`src/rtl/ex_muldiv_ctrl.sv`:
```
// Iterative MULT/MULTU/DIV/DIVU sequencer owning HI/LO; one bit per clock, stalls the pipeline while busy.
// Optional build macro MULDIV_EARLY_OUT_EN: zero-operand ops skip RUN and complete in the cycle after accept.
module ex_muldiv_ctrl #(
    parameter int WIDTH = 32
) (
    input  logic             clk,
    input  logic             reset,
    input  logic             start,
    input  logic [1:0]       op,
    input  logic [WIDTH-1:0] opa,
    input  logic [WIDTH-1:0] opb,
    input  logic             flush,
    input  logic             hi_we,
    input  logic             lo_we,
    input  logic [WIDTH-1:0] wdata,
    output logic             busy,
    output logic             stall,
    output logic             done,
    output logic             div_zero,
    output logic [WIDTH-1:0] hi,
    output logic [WIDTH-1:0] lo
);
    localparam int CW = $clog2(WIDTH) + 1;

    typedef enum logic [1:0] {IDLE, RUN, DONE} state_t;

    state_t               state_q, state_d;
    logic [CW-1:0]        cnt_q, cnt_d;
    logic [2*WIDTH-1:0]   acc_q, acc_d;
    logic [WIDTH-1:0]     m_q, m_d;
    logic [WIDTH-1:0]     raw_a_q, raw_a_d;
    logic                 is_div_q, is_div_d;
    logic                 neg_lo_q, neg_lo_d;
    logic                 neg_hi_q, neg_hi_d;
    logic                 dz_q, dz_d;
    logic [WIDTH-1:0]     hi_q, hi_d;
    logic [WIDTH-1:0]     lo_q, lo_d;
    logic                 div_zero_q, div_zero_d;

    logic                 sgn;
    logic [WIDTH-1:0]     mag_a, mag_b;
    logic [WIDTH:0]       mul_sum, div_t, div_diff;
    logic                 div_ge;
    logic [2*WIDTH-1:0]   prod;
    logic [WIDTH-1:0]     quot, rem, res_hi, res_lo;
    logic                 commit;

    always_comb begin
        sgn      = ~op[0];
        mag_a    = (sgn && opa[WIDTH-1]) ? -opa : opa;
        mag_b    = (sgn && opb[WIDTH-1]) ? -opb : opb;
        // acc holds {partial product high, multiplier} or {remainder, dividend/quotient}
        mul_sum  = {1'b0, acc_q[2*WIDTH-1:WIDTH]} + {1'b0, (acc_q[0] ? m_q : '0)};
        div_t    = {acc_q[2*WIDTH-1:WIDTH], acc_q[WIDTH-1]};
        div_diff = div_t - {1'b0, m_q};
        div_ge   = (div_t >= {1'b0, m_q});

        prod = neg_lo_q ? -acc_q : acc_q;
        quot = neg_lo_q ? -acc_q[WIDTH-1:0] : acc_q[WIDTH-1:0];
        rem  = neg_hi_q ? -acc_q[2*WIDTH-1:WIDTH] : acc_q[2*WIDTH-1:WIDTH];
        if (!is_div_q) begin
            res_hi = prod[2*WIDTH-1:WIDTH];
            res_lo = prod[WIDTH-1:0];
        end else if (dz_q) begin
            res_hi = raw_a_q;
            res_lo = '1;
        end else begin
            res_hi = rem;
            res_lo = quot;
        end
    end

    always_comb begin
        state_d    = state_q;
        cnt_d      = cnt_q;
        acc_d      = acc_q;
        m_d        = m_q;
        raw_a_d    = raw_a_q;
        is_div_d   = is_div_q;
        neg_lo_d   = neg_lo_q;
        neg_hi_d   = neg_hi_q;
        dz_d       = dz_q;
        hi_d       = hi_q;
        lo_d       = lo_q;
        div_zero_d = div_zero_q;
        case (state_q)
            IDLE: begin
                if (start && !flush) begin
                    is_div_d = op[1];
                    cnt_d    = '0;
                    acc_d    = {{WIDTH{1'b0}}, (op[1] ? mag_a : mag_b)};
                    m_d      = op[1] ? mag_b : mag_a;
                    raw_a_d  = opa;
                    dz_d     = op[1] && (opb == '0);
                    neg_lo_d = sgn && (opa[WIDTH-1] ^ opb[WIDTH-1]);
                    neg_hi_d = sgn && opa[WIDTH-1];
                    state_d  = RUN;
`ifdef MULDIV_EARLY_OUT_EN
                    if (opa == '0 || opb == '0) begin
                        acc_d   = '0;
                        state_d = DONE;
                    end
`else
`endif
                end else if (!start) begin
                    if (hi_we) hi_d = wdata;
                    if (lo_we) lo_d = wdata;
                end
            end
            RUN: begin
                if (flush) begin
                    state_d = IDLE;
                end else begin
                    if (is_div_q)
                        acc_d = {(div_ge ? div_diff[WIDTH-1:0] : div_t[WIDTH-1:0]),
                                 acc_q[WIDTH-2:0], div_ge};
                    else
                        acc_d = {mul_sum, acc_q[WIDTH-1:1]};
                    cnt_d = cnt_q + CW'(1);
                    if (cnt_q == CW'(WIDTH - 1)) state_d = DONE;
                end
            end
            DONE: begin
                state_d = IDLE;
                if (!flush) begin
                    hi_d = res_hi;
                    lo_d = res_lo;
                    if (is_div_q) div_zero_d = dz_q;
                end
            end
            default: state_d = IDLE;
        endcase
    end

    always_ff @(posedge clk or negedge reset) begin
        if (!reset) begin
            state_q    <= IDLE;
            cnt_q      <= '0;
            acc_q      <= '0;
            m_q        <= '0;
            raw_a_q    <= '0;
            is_div_q   <= 1'b0;
            neg_lo_q   <= 1'b0;
            neg_hi_q   <= 1'b0;
            dz_q       <= 1'b0;
            hi_q       <= '0;
            lo_q       <= '0;
            div_zero_q <= 1'b0;
        end else begin
            state_q    <= state_d;
            cnt_q      <= cnt_d;
            acc_q      <= acc_d;
            m_q        <= m_d;
            raw_a_q    <= raw_a_d;
            is_div_q   <= is_div_d;
            neg_lo_q   <= neg_lo_d;
            neg_hi_q   <= neg_hi_d;
            dz_q       <= dz_d;
            hi_q       <= hi_d;
            lo_q       <= lo_d;
            div_zero_q <= div_zero_d;
        end
    end

    // Result is visible in DONE but only committed on exit, so a DONE-cycle flush leaves HI/LO untouched
    assign commit   = (state_q == DONE) && !flush;
    assign busy     = (state_q != IDLE);
    assign stall    = ((state_q == IDLE) && start) || (state_q == RUN);
    assign done     = commit;
    assign hi       = commit ? res_hi : hi_q;
    assign lo       = commit ? res_lo : lo_q;
    assign div_zero = (commit && is_div_q) ? dz_q : div_zero_q;
endmodule
```
`config.mk`:
```
export PLATFORM = sky130hd
export DESIGN_NAME = ex_muldiv_ctrl
export DESIGN_NICKNAME = d
export VERILOG_FILES = /design/src/rtl/ex_muldiv_ctrl.sv
export SDC_FILE = /design/constraint.sdc
export NUM_CORES = 1
export LEC_CHECK = 0
export ABC_AREA = 0
export ABC_CLOCK_PERIOD_IN_PS = 5200
export CAP_MARGIN = 10
export CORE_MARGIN = 1.5
export CORE_UTILIZATION = 50
export CTS_BUF_LIST = sky130_fd_sc_hd__clkbuf_16
export CTS_CLUSTER_DIAMETER = 40
export DETAILED_ROUTE_END_ITERATION = 8
export PLACE_DENSITY = 0.71
export SYNTH_ARGS = -nofsm -noshare
export SYNTH_HDL_FRONTEND = slang
export SYNTH_SLANG_ARGS = --single-unit
```
`constraint.sdc`:
```
create_clock -name clk -period 5.2 [get_ports clk]
set_input_delay 1.04 -clock clk [delete_from_list [all_inputs] [get_ports clk]]
set_output_delay 1.04 -clock clk [all_outputs]
set_load 0.03 [all_outputs]
```
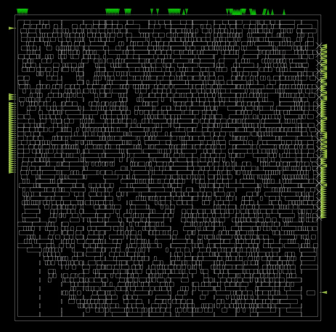
**Above:** run 1 (placed standard cells).
flop count: 205
Core Region: 35660 sq um

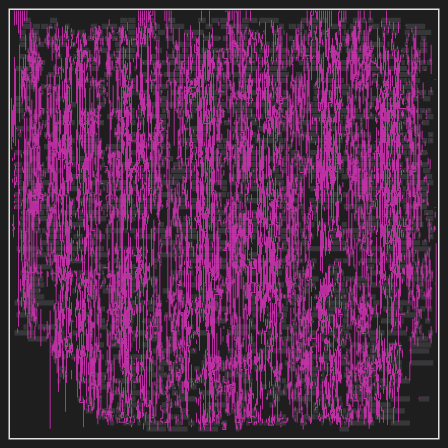
**Above:** run 1 (M2 wires).
Cells faint in the background.
main direction: vertical
nets with wire on the layer: 2198
GR Layer Usage met2: 55.57%
WL final: 71140 um
via count: 18793

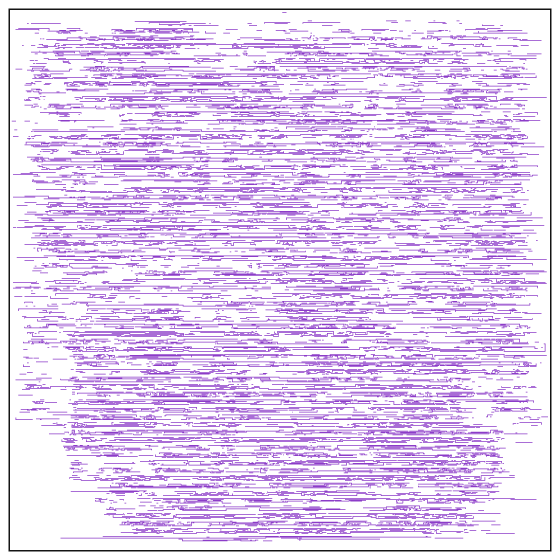
**Above:** run 1 (the metal 1 layer).
nets with wire on the layer: 2483
main direction: horizontal
longest straight run: 81.4 um
wire length on this layer: 30.6 mm
share of all routed wire: 43%
GR Util met1: 52.07%

==> out/metrics.yaml, run 1 <==
status: "complete, but fails checks"
violations: "DRC"
synthTopCellsByCount: "nand2_1, o21ai_0, dfrtp_1"
drc: 22
adder_share_pct: 4.965
grt_max_degree: 87
fp_util_pct: 51.03
fp_nets: 2581
power_density_nw_per_um2: 572.2
n_all_buffers: 224
area_dominant_class: "logic gates"
synth.top_cell.area_share_pct: 28.19
fmax_mhz: 200.1
ys_cells: 2406
synth.logic.top_family: "AND-OR/OR-AND gates"
inv_count: 68
cts.sinks: 205
whs_ns: 0.4834
tightest_slew_ns: 1.052
syn_avg_cell_area_sq_um: 7.563
dp.cells: 2920
grt_pass1_vias: 17428
rsz0062_at_grt: "no"
arrival_ns: 3.96
xor_share_pct: 9.578
p_switching_mw: 5.912
reg2reg_from: "acc_q[59]"
power_frac_comb_pct: 53.2
dp_hpwl_um: 54860
-- run 1: metal layers --
layer / share of wire (%) / routed length [um] / vias to the layer above / global-route usage, %
li1: - / - / 8751 / -
met5: 0 / 0 / - / 0
met4: 3.7 / 2600 / 0 / 14.00
met1: 43 / 30630 / 8984 / 52.07
met3: 11 / 7798 / 141 / 9.045
met2: 42 / 30110 / 917 / 55.57
-- run 1: flip-flops by register name (all words and copies together), names as in the netlist --
name,cells
is_div_q,1
raw_a_q,32
div_zero_q,1
dz_q,1
state_q,2
acc_q,64
cnt_q,6
hi_q,32
lo_q,32
m_q,32
neg_lo_q,1
neg_hi_q,1
-- run 1: critical path: cells and delay by family, from the launching register on --
kind	cells	cell delay, ns
compound gates	2	0.56
xor+xnor	1	0.12
buf+inv	1	0.47
flops	1	0.45
mux	1	0.30
simple gates	4	1.49
-- run 1: timing repair --
| item | in CTS | in global routing |
|---|---|---|
| endpoints found under the setup margin | 2 | 6 |
| gates resized | 2 | 9 |
| hold buffers | 0 | 0 |
-- run 1: cell usage in the layout (no fill, tap or decap), types with 27 or more instances in the layout --
cell and count:
a21o_1 42, clkdlybuf4s50_1 119, xnor2_1 117, a21oi_1 179
buf_4 95, nand3_1 61, nor2_1 198, o31ai_1 34
ha_1 69, a31oi_1 27, nor3_1 27, o21ai_0 226
dfrtp_1 202, o211ai_1 32, mux2i_1 91, inv_1 67
clkbuf_16 43, xor2_1 82, nand2_1 406
-- run 1: power by group through the flow --
stage / clock [mW] / sequential, mW / combinational (mW)
after detailed placement: 0 / 2.75 / 6.43
after floorplan: 0 / 2.40 / 4.63
after CTS: 3.08 / 2.73 / 6.48
after global routing: 3.16 / 2.82 / 7.16
after global placement: 0 / 2.72 / 6.39
final: 3.07 / 2.76 / 6.64
**Run 1: where the registers sit**

Other sequential cells in the stronger grey, the rest of the logic in the fainter grey.
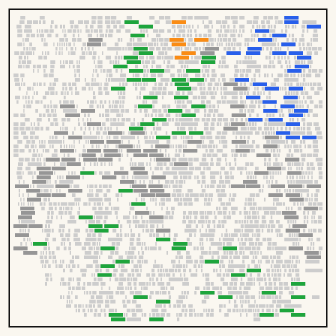

==> run 1 -> run 2 <==
CORE_UTILIZATION = 40   (was 50)
PLACE_DENSITY = default   (was 0.71)
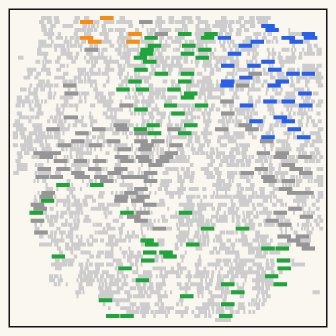
**Above:** run 2 (where the registers sit).
Other sequential cells in the stronger grey, the rest of the logic in the fainter grey.
legend:
  acc_q:
    colour: green
    sequential_cells: 64
  cnt_q:
    colour: orange
    sequential_cells: 6
  lo_q:
    colour: blue
    sequential_cells: 32
    where: north-east
not coloured: 103
Reg area: 5136 sq um
Final Util: 48.95%
P_seq: 2.73 mW
Seq/total area: 23.57%

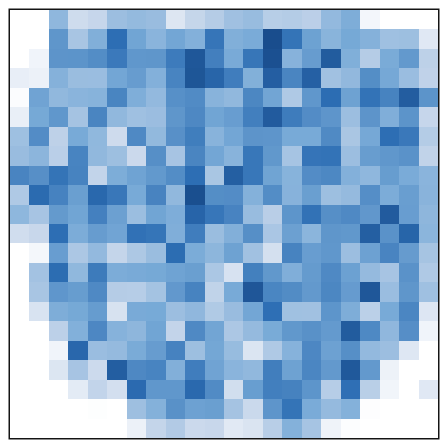
**Above:** run 2 (cell density map).
The die is cut into 22 by 22 equal tiles; white is low, dark blue is high, 0 to 100% covered.
fullest tile: 88%
mean over tiles: 45%
emptiest ninth of the die: south-west
tiles over 75% full: 6.4%
nearly empty tiles: 9.7%
Core Region: 44510 sq um
FP Util: 40.88%

==> run 2 against run 1 <==
Against the previous run: die area up 25%; design area about the same; worst hold slack got worse by 0.0084 ns; the run now ends clean.
==> out/metrics.yaml, run 2 <==
cts.sinks: 205  # unchanged
rsz0062_at_grt: "no"
dp.cells: 3051  # +4.5%
p_switching_mw: 5.816  # -1.6%
whs_ns: 0.4751  # -0.008376 ns
adder_share_pct: 4.965  # unchanged
dp_hpwl_um: 57250  # +4.4%
fp_nets: 2581  # unchanged
grt_pass1_vias: 17278  # -0.86%
lay_top_count: "nand2_1"
tightest_slew_ns: 1.117  # +0.06562 ns
syn_avg_cell_area_sq_um: 7.563  # unchanged
worst-path-buf-inv: 2  # +1
power_density_nw_per_um2: 556.0  # -2.8%
synth.top_cell.area_share_pct: 28.19  # unchanged
xor_share_pct: 9.578  # unchanged
synth.logic.top_family: "AND-OR/OR-AND gates"
cp_top_family: "simple AND/OR/NAND/NOR gates"
mostFrequentLayoutCells: "nand2_1, o21ai_0, dfrtp_1, nor2_1, a21oi_1"
status: "completed"
synthTopCellsByCount: "nand2_1, o21ai_0, dfrtp_1"
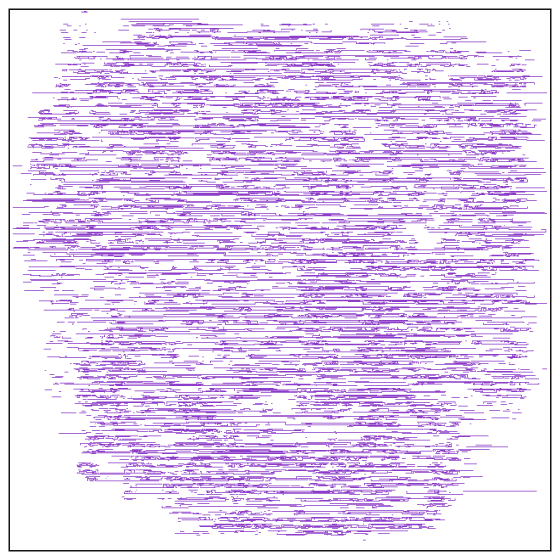
**Above:** run 2 (the metal 1 layer).
wire length on this layer: 33.5 mm
nets with wire on the layer: 2463
main direction: horizontal
share of all routed wire: 45%
longest straight run: 71.8 um
GR Util met1: 45.57%
via count: 18877

run 2: cell counts after synthesis:
No cell type changed its count.
run 2: area by class of cell:
class	count	area, sq um	area share [%]
multi-input combinational	1962	12210	56.04
sequential	205	5136	23.57
timing repair buffer	226	2100	9.636
clock buffer	40	1001	4.594
tap	592	740.7	3.400
clock inverter	32	345.3	1.585
inverter	68	255.2	1.171
run 2: cells by family (layout without fill, tap and decap cells):
| logic type | count (synthesis) | count (layout) |
|---|---|---|
| muxes | 110 | 110 |
| and+or+nand+nor | 865 | 865 |
| buffers and inverters | 239 | 366 |
| adders and majority gates | 71 | 71 |
| xor gates and xnor gates | 199 | 199 |
| DFF | 205 | 205 |
| AOI/OAI and AO/OA | 717 | 717 |
run 2: worst max-delay path by stage:
| stage | start | to | cells past startpoint |
|---|---|---|---|
| after floorplan | acc_q[0] | hi[26] | 13 |
| after global placement | acc_q[13] | hi[23] | 11 |
| after detailed placement | acc_q[13] | hi[23] | 11 |
| after CTS | acc_q[13] | hi[0] | 11 |
| after global routing | acc_q[6] | hi[2] | 10 |
| final | acc_q[6] | hi[0] | 11 |
run 2: metal layers:
metal	track usage (%)	part of all wire, %
met3	6.035	9.8
met2	46.24	42
met5	0	0.017
met1	45.57	45
met4	10.23	3.2
run 2: power groups by stage:
stage          registers (mW)  clock network [mW]  logic (mW)
4_1_cts                  2.71                2.68        6.57
5_1_grt                  2.79                2.76        7.29
3_5_place_dp             2.73                   0        6.54
2_1_floorplan            2.40                   0        4.63
6_report                 2.73                2.65        6.73
3_3_place_gp             2.71                   0        6.52
run 2: timing repair:
action | in CTS | in global routing
endpoints found under the setup margin | 8 | 10
pin swaps | 0 | 2
buffers inserted | 0 | 2
hold buffers | 0 | 0
resized | 6 | 11
Power is estimated from default activity; no workload was simulated.
